==> config.mk <==
export PLATFORM = sky130hd
export DESIGN_NAME = bit_serial_alu_seq
export DESIGN_NICKNAME = d
export VERILOG_FILES = /design/src/rtl/bit_serial_alu_seq.sv
export SDC_FILE = /design/constraint.sdc
export NUM_CORES = 1
export LEC_CHECK = 0
export CORE_MARGIN = 2
export CORE_UTILIZATION = 51
export DETAILED_ROUTE_END_ITERATION = 6
export PLACE_DENSITY = 0.86
export SETUP_SLACK_MARGIN = 0.2
export SYNTH_ARGS = -nofsm -noshare
export SYNTH_HDL_FRONTEND = slang
export SYNTH_SLANG_ARGS = --single-unit
==> constraint.sdc <==
create_clock -name clk -period 3.08 [get_ports clk]
set_input_delay 0.616 -clock clk [delete_from_list [all_inputs] [get_ports clk]]
set_output_delay 0.616 -clock clk [all_outputs]
set_load 0.1 [all_outputs]
==> src/rtl/bit_serial_alu_seq.sv <==
// Bit-serial ALU: one 1-bit slice per clock, valid/ready on both sides.
// Result fields are exposed only in DONE and held until the consumer takes them.
module bit_serial_alu_seq #(
  parameter int WIDTH = 32
) (
  input  logic             clk,
  input  logic             reset_n,
  input  logic             in_valid,
  output logic             in_ready,
  input  logic [2:0]       command,
  input  logic [WIDTH-1:0] a,
  input  logic [WIDTH-1:0] b,
  output logic             out_valid,
  input  logic             out_ready,
  output logic [WIDTH-1:0] result,
  output logic             carryout,
  output logic             overflow,
  output logic             zero,
  output logic             busy
);

  localparam int IW = (WIDTH > 2) ? $clog2(WIDTH) : 1;
  localparam logic [IW-1:0] LAST = IW'(WIDTH - 1);

  localparam logic [2:0] OP_ADD  = 3'd0;
  localparam logic [2:0] OP_SUB  = 3'd1;
  localparam logic [2:0] OP_XOR  = 3'd2;
  localparam logic [2:0] OP_SLT  = 3'd3;
  localparam logic [2:0] OP_AND  = 3'd4;
  localparam logic [2:0] OP_NAND = 3'd5;
  localparam logic [2:0] OP_NOR  = 3'd6;
  localparam logic [2:0] OP_OR   = 3'd7;

  typedef enum logic [1:0] {
    S_IDLE,
    S_RUN,
    S_DONE
  } state_t;

  state_t           state_q;
  logic [IW-1:0]    idx_q;
  logic             carry_q;
  logic [WIDTH-1:0] a_q;
  logic [WIDTH-1:0] b_q;
  logic [2:0]       cmd_q;
  logic [WIDTH-1:0] res_q;
  logic             co_q;
  logic             ov_q;
  logic             out_valid_q;

  logic             accept;
  logic             sub_w;
  logic             ai;
  logic             bi;
  logic             sum;
  logic             cnx;
  logic             bit_w;
  logic             last;
  logic [WIDTH-1:0] res_d;

  assign in_ready = (state_q == S_IDLE) |
                    ((state_q == S_DONE) & out_ready);
  assign accept   = in_valid & in_ready;

  assign sub_w = (cmd_q == OP_SUB) | (cmd_q == OP_SLT);
  assign ai    = a_q[idx_q];
  assign bi    = b_q[idx_q] ^ sub_w;
  assign sum   = ai ^ bi ^ carry_q;
  assign cnx   = (ai & bi) | (carry_q & (ai ^ bi));
  assign last  = (idx_q == LAST);

  always_comb begin
    bit_w = 1'b0;
    unique case (cmd_q)
      OP_ADD, OP_SUB: bit_w = sum;
      OP_SLT:         bit_w = 1'b0;
      OP_XOR:         bit_w = a_q[idx_q] ^ b_q[idx_q];
      OP_AND:         bit_w = a_q[idx_q] & b_q[idx_q];
      OP_NAND:        bit_w = ~(a_q[idx_q] & b_q[idx_q]);
      OP_NOR:         bit_w = ~(a_q[idx_q] | b_q[idx_q]);
      OP_OR:          bit_w = a_q[idx_q] | b_q[idx_q];
    endcase
  end

  // SLT: less-than is sign(a-b) XOR overflow(a-b), known only at the MSB
  always_comb begin
    res_d        = res_q;
    res_d[idx_q] = bit_w;
    if (last && cmd_q == OP_SLT) begin
      res_d    = '0;
      res_d[0] = sum ^ (carry_q ^ cnx);
    end
  end

  always_ff @(posedge clk) begin
    if (!reset_n) begin
      state_q     <= S_IDLE;
      idx_q       <= '0;
      carry_q     <= 1'b0;
      a_q         <= '0;
      b_q         <= '0;
      cmd_q       <= OP_ADD;
      res_q       <= '0;
      co_q        <= 1'b0;
      ov_q        <= 1'b0;
      out_valid_q <= 1'b0;
    end else begin
      unique case (state_q)
        S_IDLE: ;
        S_RUN: begin
          res_q   <= res_d;
          carry_q <= cnx;
          idx_q   <= idx_q + 1'b1;
          if (last) begin
            state_q     <= S_DONE;
            out_valid_q <= 1'b1;
            if (cmd_q == OP_ADD || cmd_q == OP_SUB) begin
              co_q <= cnx;
              ov_q <= carry_q ^ cnx;
            end
          end
        end
        S_DONE: begin
          if (out_ready) begin
            state_q     <= S_IDLE;
            out_valid_q <= 1'b0;
          end
        end
        default: state_q <= S_IDLE;
      endcase
      if (accept) begin
        state_q     <= S_RUN;
        out_valid_q <= 1'b0;
        a_q         <= a;
        b_q         <= b;
        cmd_q       <= command;
        idx_q       <= '0;
        carry_q     <= (command == OP_SUB) |
                       (command == OP_SLT);
        res_q       <= '0;
        co_q        <= 1'b0;
        ov_q        <= 1'b0;
      end
    end
  end

  assign out_valid = out_valid_q;
  assign busy      = (state_q == S_RUN);
  assign result    = (state_q == S_DONE) ? res_q : '0;
  assign carryout  = (state_q == S_DONE) & co_q;
  assign overflow  = (state_q == S_DONE) & ov_q;
  assign zero      = (state_q == S_DONE) & (res_q == '0);

endmodule

### Clock network drawn from the DEF

Bar = 20 um.
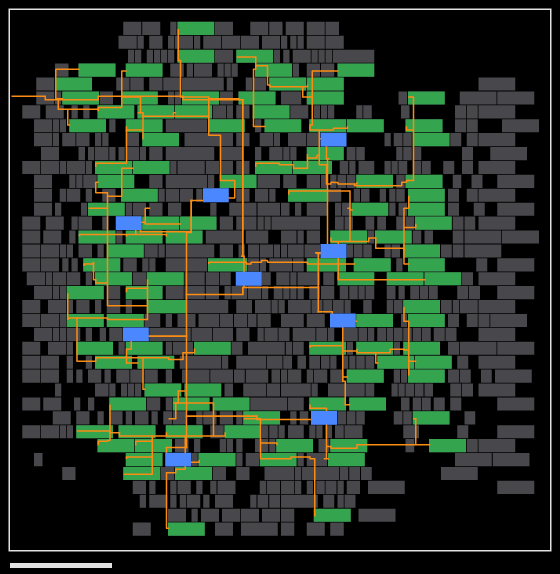
[orange] clock wires | length: 1100 um
[green] flip-flops | count: 110
[blue] clock-net drivers | count: 9
routed clock nets: 10

### Where the registers sit

Bar = 20 um.
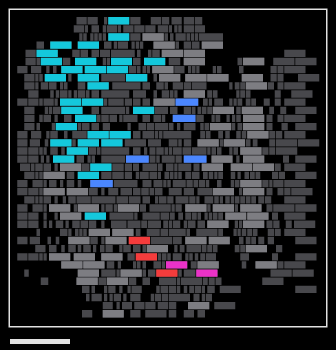
[blue] idx_q | sequential cells: 5 | where: middle
[red] cmd_q | sequential cells: 3
[cyan] a_q | sequential cells: 32
[magenta] state_q | sequential cells: 2

### Track usage over the die

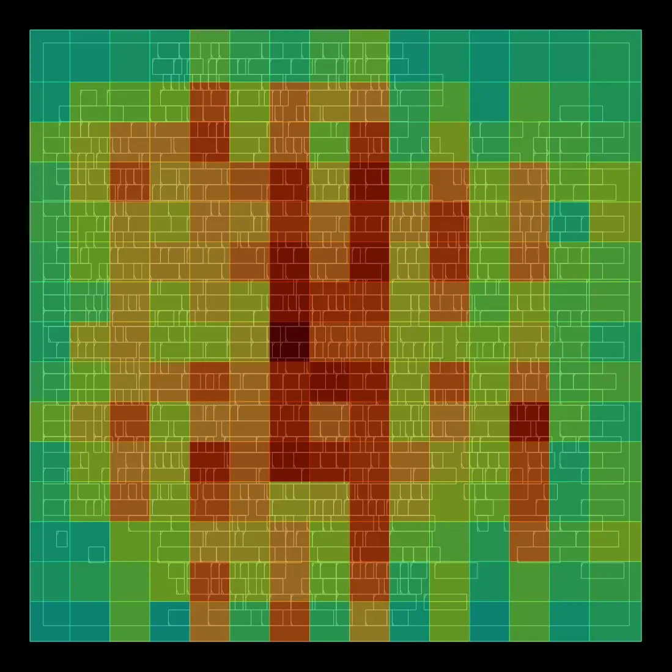
final core occ: 0.702
GRT Max-Usage Layer: met2
WL per Instance: 15.0 um

### Gate-type map

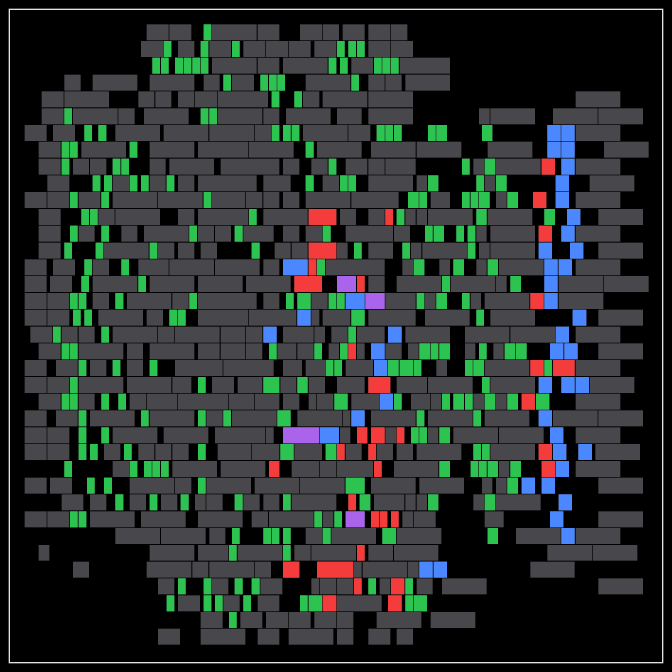
[red] nor cells | cells: 35 | most used: nor2_1
[blue] and/or cells | cells: 44 | most used: and2_1
[green] nand cells | cells: 231 | most used: nand2_1 | where: spread over the die
[purple] xor and xnor cells | cells: 4 | most used: xnor2_1 | where: middle

==> out/results.tsv <==
stage	metric	value	unit
floorplanning	die area	0.0112	sq mm
logic_synthesis	Post-synth seq share	0.418	
sta	max-slew violation count	0	
clock_tree	CTS tree	yes	
floorplanning	Die Wd	106	um
logic_synthesis	Yosys top cell by instances	nand2_1	
setup_path	Crit Reg-Reg Startpoint	idx_q[0]	
sta	Clock Skew	0.0164	ns
setup_path	Slowest-stage cell, CP	mux4_2	
finish	layout cells sized above 1	0.160	
floorplanning	die height	106	um
status	status	complete, no violations	
drt	Routed WL	13100	um
setup_path	CP startpoint kind	register	
clock_tree	clk buf depth	2	
clock_tree	TritonCTS sink count	110	
logic_synthesis	EDFF count, synth	0	
floorplanning	Core ar.	0.0102	sq mm
place	GP Congestion	0.926	
logic_synthesis	yosys warning tally	0	
global_routing	vias in the first global route	4372	
drt	drt initial violations	349	
floorplanning	io pins	109	
power_and_ir_drop	pwr/cell area	383	mW/mm^2
clock_tree	CTS clk-pin slew, worst paths	0.11	ns
floorplanning	FP Rows	37	
floorplanning	FP Core Util	0.517	
logic_synthesis	Netlist Area Pre-Place	0.00526	sq mm
power_and_ir_drop	leakage	2.68	nW
finish	Layout area overhead	35.9	%
clock_tree	Post-CTS Hold Buffers	0	
min_path	Hold Startpoint	out_valid	
sta	Final WS setup	0.159	ns
[power by group]
part	switching, mW	internal (mW)
Clock	0.495	0.299
Combinational	0.208	0.213
Sequential	0.0419	1.48
[critical path: cells and delay by family (launching register included)]
kind            cells  cell delay [ns]
mux                 1             0.50
buf+inv             2             0.31
fa+ha+maj           1             0.45
flops               1             0.39
simple gates        2             0.20
compound gates      4             0.82
xor+xnor            1             0.19
[cells by family (layout without fill, tap and decap cells)]
| logic type | count (synthesis) | after routing | synth area share |
|---|---|---|---|
| muxes | 21 | 21 | 0.0732 |
| and+or+nand+nor | 310 | 310 | 0.271 |
| adders and majority gates | 9 | 9 | 0.0242 |
| AOI/OAI and AO/OA | 123 | 123 | 0.157 |
| buffers and inverters | 55 | 159 | 0.0473 |
| DFF | 110 | 110 | 0.418 |
| xor gates and xnor gates | 4 | 4 | 0.00808 |
[layout by cell type (no fill, tap or decap), drive strengths merged, types with 8 or more instances in the layout]
master and count:
nor2 15, nand2 185, nor4 9, o21ai 32, inv 10, and2 38
a21oi 8, dfxtp 110, nand3 36, mux4 12, buf 68, clkbuf 9
clkdlybuf4s50 69, a21boi 67
[area by class of cell]
cell class,instances,area [sq um],share of cell area
inverter,7,26.3,0.00367
sequential,110,2210,0.309
clock buffer,9,124,0.0173
timing repair buffer,137,1720,0.240
multi-input combinational,467,2860,0.400
tap,136,170,0.0238
clock inverter,6,46.3,0.00647
[routing by layer]
metal	GRT usage	share of wire
met1	0.281	0.41
met5	0	0
met2	0.376	0.49
met3	0.0495	0.068
met4	0.0846	0.026
[repair_timing]
item | 4_1_cts | 5_1_grt
buffers inserted | 2 | 11
gates cloned | 0 | 0
pin swaps | 3 | 3
gates resized | 3 | 19
setup endpoints to repair | 28 | 33
[flip-flops by register name (all words and copies together), names as in the netlist]
signal and flops:
res_q 32, state_q 2, a_q 32, cmd_q 3, carry_q 1, idx_q 5
out_valid 1, b_q 32, ov_q 1, co_q 1
[worst max-delay path by stage]
stage	startpoint	endpoint	slack, ns	cells after the start
floorplan	idx_q[0]	res_q[10]	0.35	11
global route	idx_q[0]	res_q[29]	0.02	11
detailed placement	idx_q[0]	res_q[19]	0.17	10
finish	idx_q[0]	res_q[16]	0.16	11
CTS	idx_q[0]	res_q[16]	0.20	11
global placement	idx_q[0]	res_q[19]	0.26	10
[stage by stage]
step	power [mW]	instances	hold WS [ns]
final	2.74	872	0.470
after CTS	2.70	861	0.475
after floorplan	1.77	632	0.432
after global routing	2.84	872	0.498
after global placement	1.92	844	0.448
after detailed placement	1.93	844	0.460
Power figures rest on the tool's default switching activity, not on a simulated workload.
